<file path="src/rtl/mult_pkg.sv">
// Shared definitions for the shift/add multiplier.
// Contents: FSM state encoding, default operand width, and the half/full
// adder cells used to build the iteration adder.
package mult_pkg;

  localparam int unsigned DEFAULT_WIDTH = 8;

  typedef enum logic [1:0] {
    IDLE = 2'd0,
    RUN  = 2'd1,
    DONE = 2'd2
  } state_e;

  // Half adder cell: returns {carry, sum}.
  function automatic logic [1:0] half_add(input logic x, input logic y);
    return {x & y, x ^ y};
  endfunction

  // Full adder cell: returns {carry, sum}.
  function automatic logic [1:0] full_add(input logic x, input logic y, input logic ci);
    return {(x & y) | (ci & (x ^ y)), x ^ y ^ ci};
  endfunction

endpackage

</file>
<file path="src/rtl/add_shift_step.sv">
// One add/shift iteration of the multiplier (purely combinational).
// Ports:
//   hi_i     [WIDTH:0]     upper part of the partial-product register
//   lo_i     [WIDTH-1:0]   lower part (remaining multiplier bits)
//   mcand_i  [WIDTH-1:0]   multiplicand
//   p_o      [2*WIDTH:0]   partial-product register after this iteration
module add_shift_step
  import mult_pkg::*;
#(
  parameter int unsigned WIDTH = DEFAULT_WIDTH
) (
  input  logic [WIDTH:0]     hi_i,
  input  logic [WIDTH-1:0]   lo_i,
  input  logic [WIDTH-1:0]   mcand_i,
  output logic [2*WIDTH:0]   p_o
);

  logic [WIDTH-1:0] addend;
  logic [WIDTH:0]   sum;
  logic             carry;

  // Ripple adder: hi + (lo[0] ? mcand : 0). The addend's top bit is zero,
  // so bit WIDTH only absorbs the carry; the result never overflows.
  always_comb begin
    addend = lo_i[0] ? mcand_i : '0;
    sum    = '0;
    carry  = 1'b0;
    {carry, sum[0]} = half_add(hi_i[0], addend[0]);
    for (int unsigned i = 1; i < WIDTH; i++) begin
      {carry, sum[i]} = full_add(hi_i[i], addend[i], carry);
    end
    sum[WIDTH] = hi_i[WIDTH] ^ carry;
  end

  // Logical right shift of {sum, lo}; the consumed multiplier bit drops out.
  assign p_o = {1'b0, sum, lo_i[WIDTH-1:1]};

endmodule

</file>
<file path="src/rtl/shift_add_mult_ctrl.sv">
// Sequencer for an unsigned WIDTH x WIDTH shift/add multiplier.
// Owns the operand handshake, iteration counter, partial-product register
// and result hold. One iteration per cycle through add_shift_step.
// Ports:
//   clk, rst             clock, synchronous active-high reset
//   in_valid/in_ready    operand handshake (in_ready high only in IDLE)
//   a, b                 multiplicand / multiplier
//   out_valid/out_ready  product handshake (out_valid high only in DONE)
//   product              a*b, held while out_valid
//   busy                 high in RUN or DONE
// Build option: define ZERO_SKIP_EN to bypass RUN when an operand is zero.
module shift_add_mult_ctrl
  import mult_pkg::*;
#(
  parameter int unsigned WIDTH = DEFAULT_WIDTH
) (
  input  logic               clk,
  input  logic               rst,
  input  logic               in_valid,
  output logic               in_ready,
  input  logic [WIDTH-1:0]   a,
  input  logic [WIDTH-1:0]   b,
  output logic               out_valid,
  input  logic               out_ready,
  output logic [2*WIDTH-1:0] product,
  output logic               busy
);

  localparam int unsigned CNT_W = $clog2(WIDTH + 1);
  localparam int unsigned PW    = 2 * WIDTH + 1;

  state_e             state_q;
  logic [CNT_W-1:0]   count_q;
  logic [WIDTH-1:0]   mcand_q;
  logic [PW-1:0]      p_q;
  logic [PW-1:0]      p_d;
  logic               in_ready_q;
  logic               out_valid_q;
  logic               busy_q;
  logic [2*WIDTH-1:0] product_q;

  add_shift_step #(.WIDTH(WIDTH)) u_step (
    .hi_i    (p_q[PW-1:WIDTH]),
    .lo_i    (p_q[WIDTH-1:0]),
    .mcand_i (mcand_q),
    .p_o     (p_d)
  );

  // FSM, datapath registers and registered handshake outputs.
  always_ff @(posedge clk) begin
    if (rst) begin
      state_q     <= IDLE;
      count_q     <= '0;
      mcand_q     <= '0;
      p_q         <= '0;
      in_ready_q  <= 1'b1;
      out_valid_q <= 1'b0;
      busy_q      <= 1'b0;
      product_q   <= '0;
    end else begin
      case (state_q)
        IDLE: begin
          if (in_valid) begin
            mcand_q    <= a;
            count_q    <= '0;
            in_ready_q <= 1'b0;
            busy_q     <= 1'b1;
`ifdef ZERO_SKIP_EN
            if ((a == '0) || (b == '0)) begin
              p_q         <= '0;
              product_q   <= '0;
              out_valid_q <= 1'b1;
              state_q     <= DONE;
            end else begin
              p_q     <= {{(WIDTH + 1){1'b0}}, b};
              state_q <= RUN;
            end
`else
            p_q     <= {{(WIDTH + 1){1'b0}}, b};
            state_q <= RUN;
`endif
          end
        end
        RUN: begin
          p_q     <= p_d;
          count_q <= count_q + CNT_W'(1);
          if (count_q == CNT_W'(WIDTH - 1)) begin
            product_q   <= p_d[2*WIDTH-1:0];
            out_valid_q <= 1'b1;
            state_q     <= DONE;
          end
        end
        DONE: begin
          if (out_ready) begin
            out_valid_q <= 1'b0;
            in_ready_q  <= 1'b1;
            busy_q      <= 1'b0;
            state_q     <= IDLE;
          end
        end
        default: begin
          out_valid_q <= 1'b0;
          in_ready_q  <= 1'b1;
          busy_q      <= 1'b0;
          state_q     <= IDLE;
        end
      endcase
    end
  end

  assign in_ready  = in_ready_q;
  assign out_valid = out_valid_q;
  assign busy      = busy_q;
  assign product   = product_q;

endmodule

</file>
<file path="config.mk">
export PLATFORM = sky130hd
export DESIGN_NAME = shift_add_mult_ctrl
export DESIGN_NICKNAME = d
export VERILOG_FILES = /design/src/rtl/mult_pkg.sv /design/src/rtl/add_shift_step.sv /design/src/rtl/shift_add_mult_ctrl.sv
export SDC_FILE = /design/constraint.sdc
export NUM_CORES = 1
export LEC_CHECK = 0
export CAP_MARGIN = 40
export CELL_PAD_IN_SITES_DETAIL_PLACEMENT = 1
export CELL_PAD_IN_SITES_GLOBAL_PLACEMENT = 1
export CORE_ASPECT_RATIO = 0.75
export CORE_MARGIN = 2
export CORE_UTILIZATION = 47
export DETAILED_ROUTE_END_ITERATION = 7
export DONT_BUFFER_PORTS = 1
export HOLD_SLACK_MARGIN = 0.05
export PLACE_DENSITY = 0.82
export SETUP_SLACK_MARGIN = 0.2
export SLEW_MARGIN = 15
export SYNTH_ARGS = -nofsm -noshare
export SYNTH_HDL_FRONTEND = slang
export SYNTH_SLANG_ARGS = --single-unit
</file>
<file path="constraint.sdc">
create_clock -name clk -period 4.7 [get_ports clk]
set_input_delay 0.47 -clock clk [delete_from_list [all_inputs] [get_ports clk]]
set_output_delay 0.47 -clock clk [all_outputs]
set_load 0.1 [all_outputs]
</file>
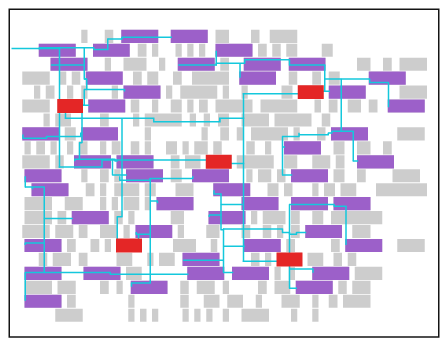
Fig. 1. Clock wires, drivers and flops (run 1).
legend:
  flip-flops:
    color: purple
    count: 49
  clock drivers:
    color: red
    count: 5
  clock wires:
    color: cyan
    length: 599 um
routed clock nets: 6
flops lie: spread over the die
worst-skew pair later-pin latency: 0.31 ns
power of the clock network: 241 uW
Clk pwr share: 0.318
Final Skew: 0.00588 ns

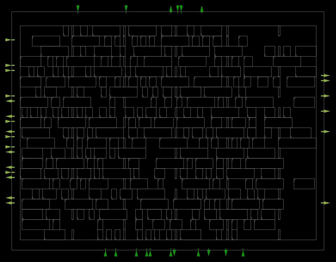
Fig. 2. Cell outlines without signal wires (run 1).
filler cell count: 512
flop count: 49
fin util: 0.570

==> impl_metrics.ini, run 1 <==
; implementation run metrics
[worst_setup_path]
timing.critical_path.buf_inv = 3
r2r_cells = 14
worstPathArrival_ns = 4.13
reg2reg_from = p_q[0]$_SDFFE_PP0P_
crit_chain = and2_1 > ha_1 > inv_1 > fa_1 > fa_1 > inv_1 > fa_1 > inv_1 > fa_1 > fa_1 > fa_1 > fa_1 > nand2b_1 > a21oi_1
path_max_fanout = 9
cpMostUsedCell = fa_1
slowest_delay_ns = 0.47
reg2reg_slack_ns = 0.81
r2r-end = p_q[14]$_SDFFE_PP0P_
critPathLaunchType = register
crit_family = adder cells
end_kind = register
crit_required_ns = 4.94
cp_slowest_cell = dfxtp_1
path_class = register to register

[final_timing]
hold_viol = 0
drv_slew = 0
fmaxAchievable_ghz = 0.257
relSlewSlack = 0.473
finalSetupViolations = 0
fin_setup_tns_ns = 0
min_period_over_period = 0.827
worst_pin_slew_ns = 0.790
rsz0062_at_grt = no
fin_crit_ns = 3.89

[clocking]
cts_buffers = 5
cts_tree = yes
cts_root_buffer = clkbuf_8
cts.path.max_buffers = 2
cts.sinks = 49
hold_buffers = 0
post_cts_resized = 0
cts-htree-levels = 2
clk_pin_slew_worst_paths_ns = 0.08
cts_setup_buffers = 0

[yosys]
synth_stat.cells = 250
netlist-cell-type-count = 32
async_reset_ff_frac = 0
syn-instance-count = 250
synth.most_common_cell = dfxtp_1
avgSynthCellArea_um2 = 8.91
yosys-top-cells-count = 49 x dfxtp_1, 43 x nand2_1, 37 x a21oi_1
yosys_area_um2 = 2230
syn-cell-area_um2 = 2230
syn-num-nets = 279
edf_count = 0
top_cell_area_share = 0.440
ys.flops = 49
area_leaders = dfxtp_1 44%, a21oi_1 8.3%, nand2_1 7.2%, fa_1 6.3%, nand3_1 4.5%
ys_seq_share = 0.440
flop_cell = dfxtp_1
yosysTopAreaCell = dfxtp_1
ys_warn_count = 0

[final_layout]
fin_nets = 286
syn_to_final_growth_pct = 15.6
diodes = 0
drive_above_1_share = 0.155

[placed_design]
portBuffers = 0
place_congestion = 0.778
dp_hpwl_um = 3720

[hold_path]
hold_end = out_valid$_SDFFE_PP0P_
hold_class = input port to register
whs_path_depth = 1
hp-start = rst

[job]
maxCapViolations = 0
stage_log_warnings = 26

[floorplanning]
die_x_um = 83.5
coreArea_um2 = 4520
row_count = 21
die_h_um = 63.6
die-area_um2 = 5310
fp_util = 0.493
num_io_pins = 39

[global_route]
grt_max_degree = 50
antenna_found_initial = 0
grtUsageMet2 = 0.339
grt_pass1_wl_um = 9100
grt.busiest_layer = met2
first_global_vias = 1788
met3_usage = 0.0747
met1_usage = 0.297
track_usage = 0.218
globalRoute.totalOverflow = 0

[run_status]
status = finished clean

[power_and_ir_drop]
p_leak_nw = 0.905
peakVddDrop_mv = 0.239
power.density_nw_per_um2 = 295

[route]
drt_first_pass_iters = 5
vias = 1718
drc = 0
via_per_inst = 5.45
avgRoutedWirePerCell_um = 17.0
routed_wirelength_um = 5360
drt_iter0_drc = 114
ant_nets = 0
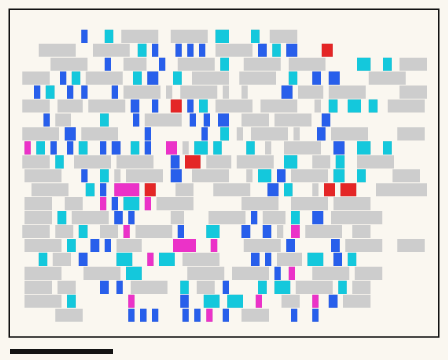
Fig. 3. Selected gate families (run 1).
Scale bar: 20 um.
legend:
  aoi and oai cells:
    color: cyan
    cells: 55
    where: spread over the die
  nor cells:
    color: magenta
    cells: 15
  nand cells:
    color: blue
    cells: 73
  and/or cells:
    color: red
    cells: 6
most instantiated logic cell after routing: dfxtp_1
Non-Filler Instances: 315
Comb area share: 0.413

## run 1: layout by cell type, fill, tap and decap left out, types with 2 or more instances in the layout
cell type,n
a211oi_1,8
a21bo_2,9
a21oi_1,37
a311oi_1,8
and2_1,3
buf_16,2
buf_8,18
clkbuf_1,3
clkbuf_8,5
dfxtp_1,49
fa_1,7
ha_1,2
inv_1,9
nand2_1,43
nand2b_1,10
nand3_1,20
nor2_1,11
## run 1: metal layers
layer	part of all wire	up-vias	wire length [um]
met3	0.047	6	252
met5	0	-	0
li1	-	859	-
met1	0.49	823	2610
met4	0.010	0	55
met2	0.46	30	2440
## run 1: sequential cells by signal, summed over array words and instances (netlist names)
signal     cells
count_q        4
p_q           16
state_q        2
busy           1
mcand_q        8
product       16
out_valid      1
in_ready       1
## run 1: layout make-up
cell class,instances,area (um^2),share of cell area
well taps,57,71.3,0.0277
repair buffers,21,345,0.134
flip-flops and latches,49,981,0.381
multi-input cells,171,1060,0.413
inverters,9,33.8,0.0131
clock buffers,8,80.1,0.0311
## run 1: logic make-up after synthesis
family / after synthesis / share of synthesized area
AND-OR/OR-AND: 68 / 0.203
adder cells (fa/ha/maj): 9 / 0.0742
buffers and inverters: 30 / 0.0820
flip-flops: 49 / 0.440
AND/OR/NAND/NOR: 94 / 0.200
## run 1: per-stage QoR
step | cell area (um^2) | instances | worst slack, ns | hold slack, ns | total power, mW
after floorplan | 2230 | 250 | 1.01 | 0.432 | 0.520
after global placement | 2150 | 286 | 0.963 | 0.439 | 0.517
final | 2570 | 315 | 0.815 | 0.218 | 0.759
after CTS | 2570 | 315 | 0.825 | 0.209 | 0.767
after detailed placement | 2490 | 307 | 0.885 | 0.438 | 0.529
after global routing | 2570 | 315 | 0.593 | 0.202 | 0.798
## run 1: worst max-delay path by stage
stage | startpoint | to | cells past startpoint
global placement | p_q[0]$_SDFFE_PP0P_ | p_q[14]$_SDFFE_PP0P_ | 14
CTS | p_q[0]$_SDFFE_PP0P_ | p_q[14]$_SDFFE_PP0P_ | 14
detailed placement | p_q[0]$_SDFFE_PP0P_ | p_q[14]$_SDFFE_PP0P_ | 14
finish | p_q[0]$_SDFFE_PP0P_ | p_q[14]$_SDFFE_PP0P_ | 14
global route | p_q[0]$_SDFFE_PP0P_ | p_q[14]$_SDFFE_PP0P_ | 14
floorplan | p_q[0]$_SDFFE_PP0P_ | p_q[14]$_SDFFE_PP0P_ | 15
## run 1: report_power, final
group          internal, mW  leakage [nW]  switching, mW
Clock                 0.106        0.0395          0.135
Combinational        0.0250         0.467         0.0494
Sequential            0.430         0.399         0.0140
Total                 0.561         0.905          0.199
## run 1: worst register-to-register path, delay by kind of cell, from the launching register on
kind,cells,cell delay [ns]
AND/OR/NAND/NOR,2,0.35
flip-flops,1,0.47
AND-OR/OR-AND,1,0.12
buffers and inverters,3,0.18
adder cells (fa/ha/maj),8,2.70
--- run 2 (diff from run 1) ---
==> constraint.sdc (replaced) <==
create_clock -name clk -period 3.6 [get_ports clk]
set_input_delay 0.36 -clock clk [delete_from_list [all_inputs] [get_ports clk]]
set_output_delay 0.36 -clock clk [all_outputs]
set_load 0.1 [all_outputs]
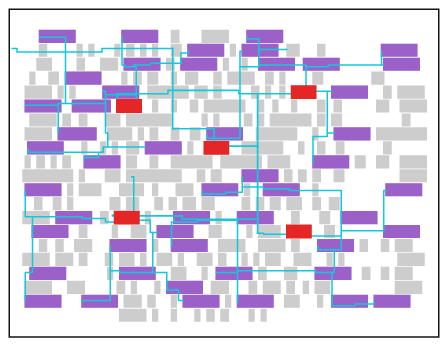
Fig. 4. Clock wires, drivers and flops (run 2).
legend:
  clock drivers:
    color: red
    count: 5
  flip-flops:
    color: purple
    count: 49
  clock wires:
    color: cyan
    length: 640 um
routed clock nets: 6
flops lie: spread over the die
Final Skew: 0.0112 ns
power of the clock network: 420 uW

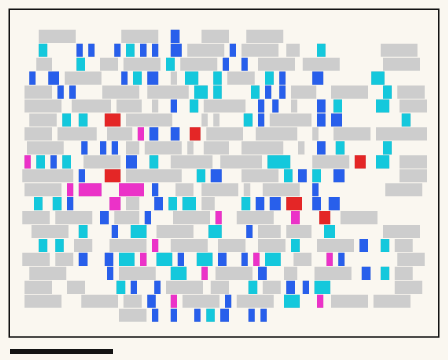
Fig. 5. Selected gate families (run 2).
Scale bar: 20 um.
legend:
  and/or cells:
    color: red
    cells: 6
  nand cells:
    color: blue
    cells: 73
  nor cells:
    color: magenta
    cells: 15
  aoi and oai cells:
    color: cyan
    cells: 55
Non-Filler Instances: 316
Comb area share: 0.417

==> impl_metrics.ini, run 2 <==
; implementation run metrics
[run_status]
status = finished clean

[global_route]
grt_max_degree = 50
track_usage = 0.219
first_global_vias = 1869
grt_pass1_wl_um = 9200
antenna_found_initial = 0
globalRoute.totalOverflow = 0

[clocking]
cts_setup_buffers = 0
cts_tree = yes
clk_pin_slew_worst_paths_ns = 0.10
cts.path.max_buffers = 2
cts-htree-levels = 2
cts_buffers = 5
cts.sinks = 49
cts_root_buffer = clkbuf_8

[route]
via_per_inst = 5.63
drt_iter0_drc = 62
drc = 0
routed_wirelength_um = 5410
drt_first_pass_iters = 4
avgRoutedWirePerCell_um = 17.1
vias = 1780

[worst_setup_path]
timing.critical_path.buf_inv = 3
crit_chain = and2_4 > ha_4 > inv_2 > fa_2 > fa_2 > inv_2 > fa_2 > inv_2 > fa_2 > fa_2 > fa_2 > fa_2 > nand2b_1 > a21oi_1
cp_slowest_cell = fa_2
slowest_delay_ns = 0.55
path_max_fanout = 2
worstPathArrival_ns = 3.66
critPathLaunchType = register
crit_family = adder cells

[final_timing]
fin_setup_tns_ns = 0
drv_slew = 0
fin_crit_ns = 3.45
fmaxAchievable_ghz = 0.290
min_period_over_period = 0.958
hold_viol = 0
rsz0062_at_grt = yes
whs_ns = 0.0986
worst_pin_slew_ns = 0.773
finalSetupViolations = 0

[placed_design]
dp_hpwl_um = 3590
portBuffers = 0
place_ws_ns = 0.115

[hold_path]
hold_class = input port to register

[job]
stage_log_warnings = 29
maxCapViolations = 0

[floorplanning]
die_x_um = 83.5
die-area_um2 = 5310
coreArea_um2 = 4520
fp_util = 0.493
row_count = 21
num_io_pins = 39

[power_and_ir_drop]
power.density_nw_per_um2 = 415
p_leak_nw = 0.926
power_mw = 1.10

[final_layout]
syn_to_final_growth_pct = 18.7
fin_nets = 287
drive_above_1_share = 0.228
post-route-util = 0.585
diodes = 0
final_cell_mix = 47 x dfxtp_1, 43 x nand2_1, 37 x a21oi_1, 20 x nand3_1, 17 x buf_8

[yosys]
ys_warn_count = 0
yosys-top-cells-count = 49 x dfxtp_1, 43 x nand2_1, 37 x a21oi_1
area_leaders = dfxtp_1 44%, a21oi_1 8.3%, nand2_1 7.2%, fa_1 6.3%, nand3_1 4.5%
netlist-cell-type-count = 32
syn-num-nets = 279
edf_count = 0
yosysTopAreaCell = dfxtp_1
synth_stat.cells = 250
synth.most_common_cell = dfxtp_1
ys.flops = 49
syn-instance-count = 250
flop_cell = dfxtp_1
top_cell_area_share = 0.440
avgSynthCellArea_um2 = 8.91
async_reset_ff_frac = 0
yosys_area_um2 = 2230
## run 2: cell count changes in the layout (fill, tap and decap cells not counted), sizes merged
cell      change
bufinv        +1
clkinvlp      +1
buf           +1
clkbuf        -2
## run 2: path summary, 6_finish.rpt
| kind | startpoint | to | slack [ns] | depth (start not counted) |
|---|---|---|---|---|
| max reg2reg | p_q[0]$_SDFFE_PP0P_ | p_q[14]$_SDFFE_PP0P_ | 0.15 | 14 |
| min reg2reg | mcand_q[5]$_SDFFE_PP0P_ | mcand_q[5]$_SDFFE_PP0P_ | 0.46 | 2 |
| max | p_q[0]$_SDFFE_PP0P_ | p_q[14]$_SDFFE_PP0P_ | 0.15 | 14 |
| min | rst | mcand_q[0]$_SDFFE_PP0P_ | 0.1 | 1 |
## run 2: stage by stage
stage / instances / cell area (um^2)
finish: 316 / 2640
CTS: 316 / 2620
floorplan: 250 / 2250
global route: 316 / 2640
global placement: 289 / 2180
detailed placement: 308 / 2490
## run 2: logic make-up after synthesis
family          Yosys count  share of synthesized area
simple gates             94                      0.200
compound gates           68                      0.203
flops                    49                      0.440
buf+inv                  30                     0.0820
fa+ha+maj                 9                     0.0742
## run 2: area by class of cell
cell class / count / area, um^2
fill: 515 / 1880
inverter: 9 / 33.8
clock buffer: 6 / 82.6
sequential: 49 / 983
clock inverter: 2 / 37.5
timing repair buffer: 22 / 333
multi-input combinational: 171 / 1100
tap: 57 / 71.3
## run 2: repair_timing
item / 4_1_cts / 5_1_grt
cloned: 0 / 0
endpoints found under the setup margin: 3 / 4
hold buffers: 0 / 0
pin swaps: 1 / 3
gates resized: 3 / 9
## run 2: report_power, final
| part | total, mW | switching, mW | internal (mW) |
|---|---|---|---|
| Sequential | 0.578 | 0.0161 | 0.562 |
| Combinational | 0.100 | 0.0675 | 0.0324 |
| Clock | 0.420 | 0.194 | 0.226 |
## run 2: per-layer routing
metal	vias up	GRT usage	part of all wire
met5	-	0	0
met4	0	0.0524	0.011
met3	8	0.0695	0.049
met2	35	0.361	0.47
met1	874	0.283	0.47
li1	863	-	-
Power is estimated from default activity; no workload was simulated.
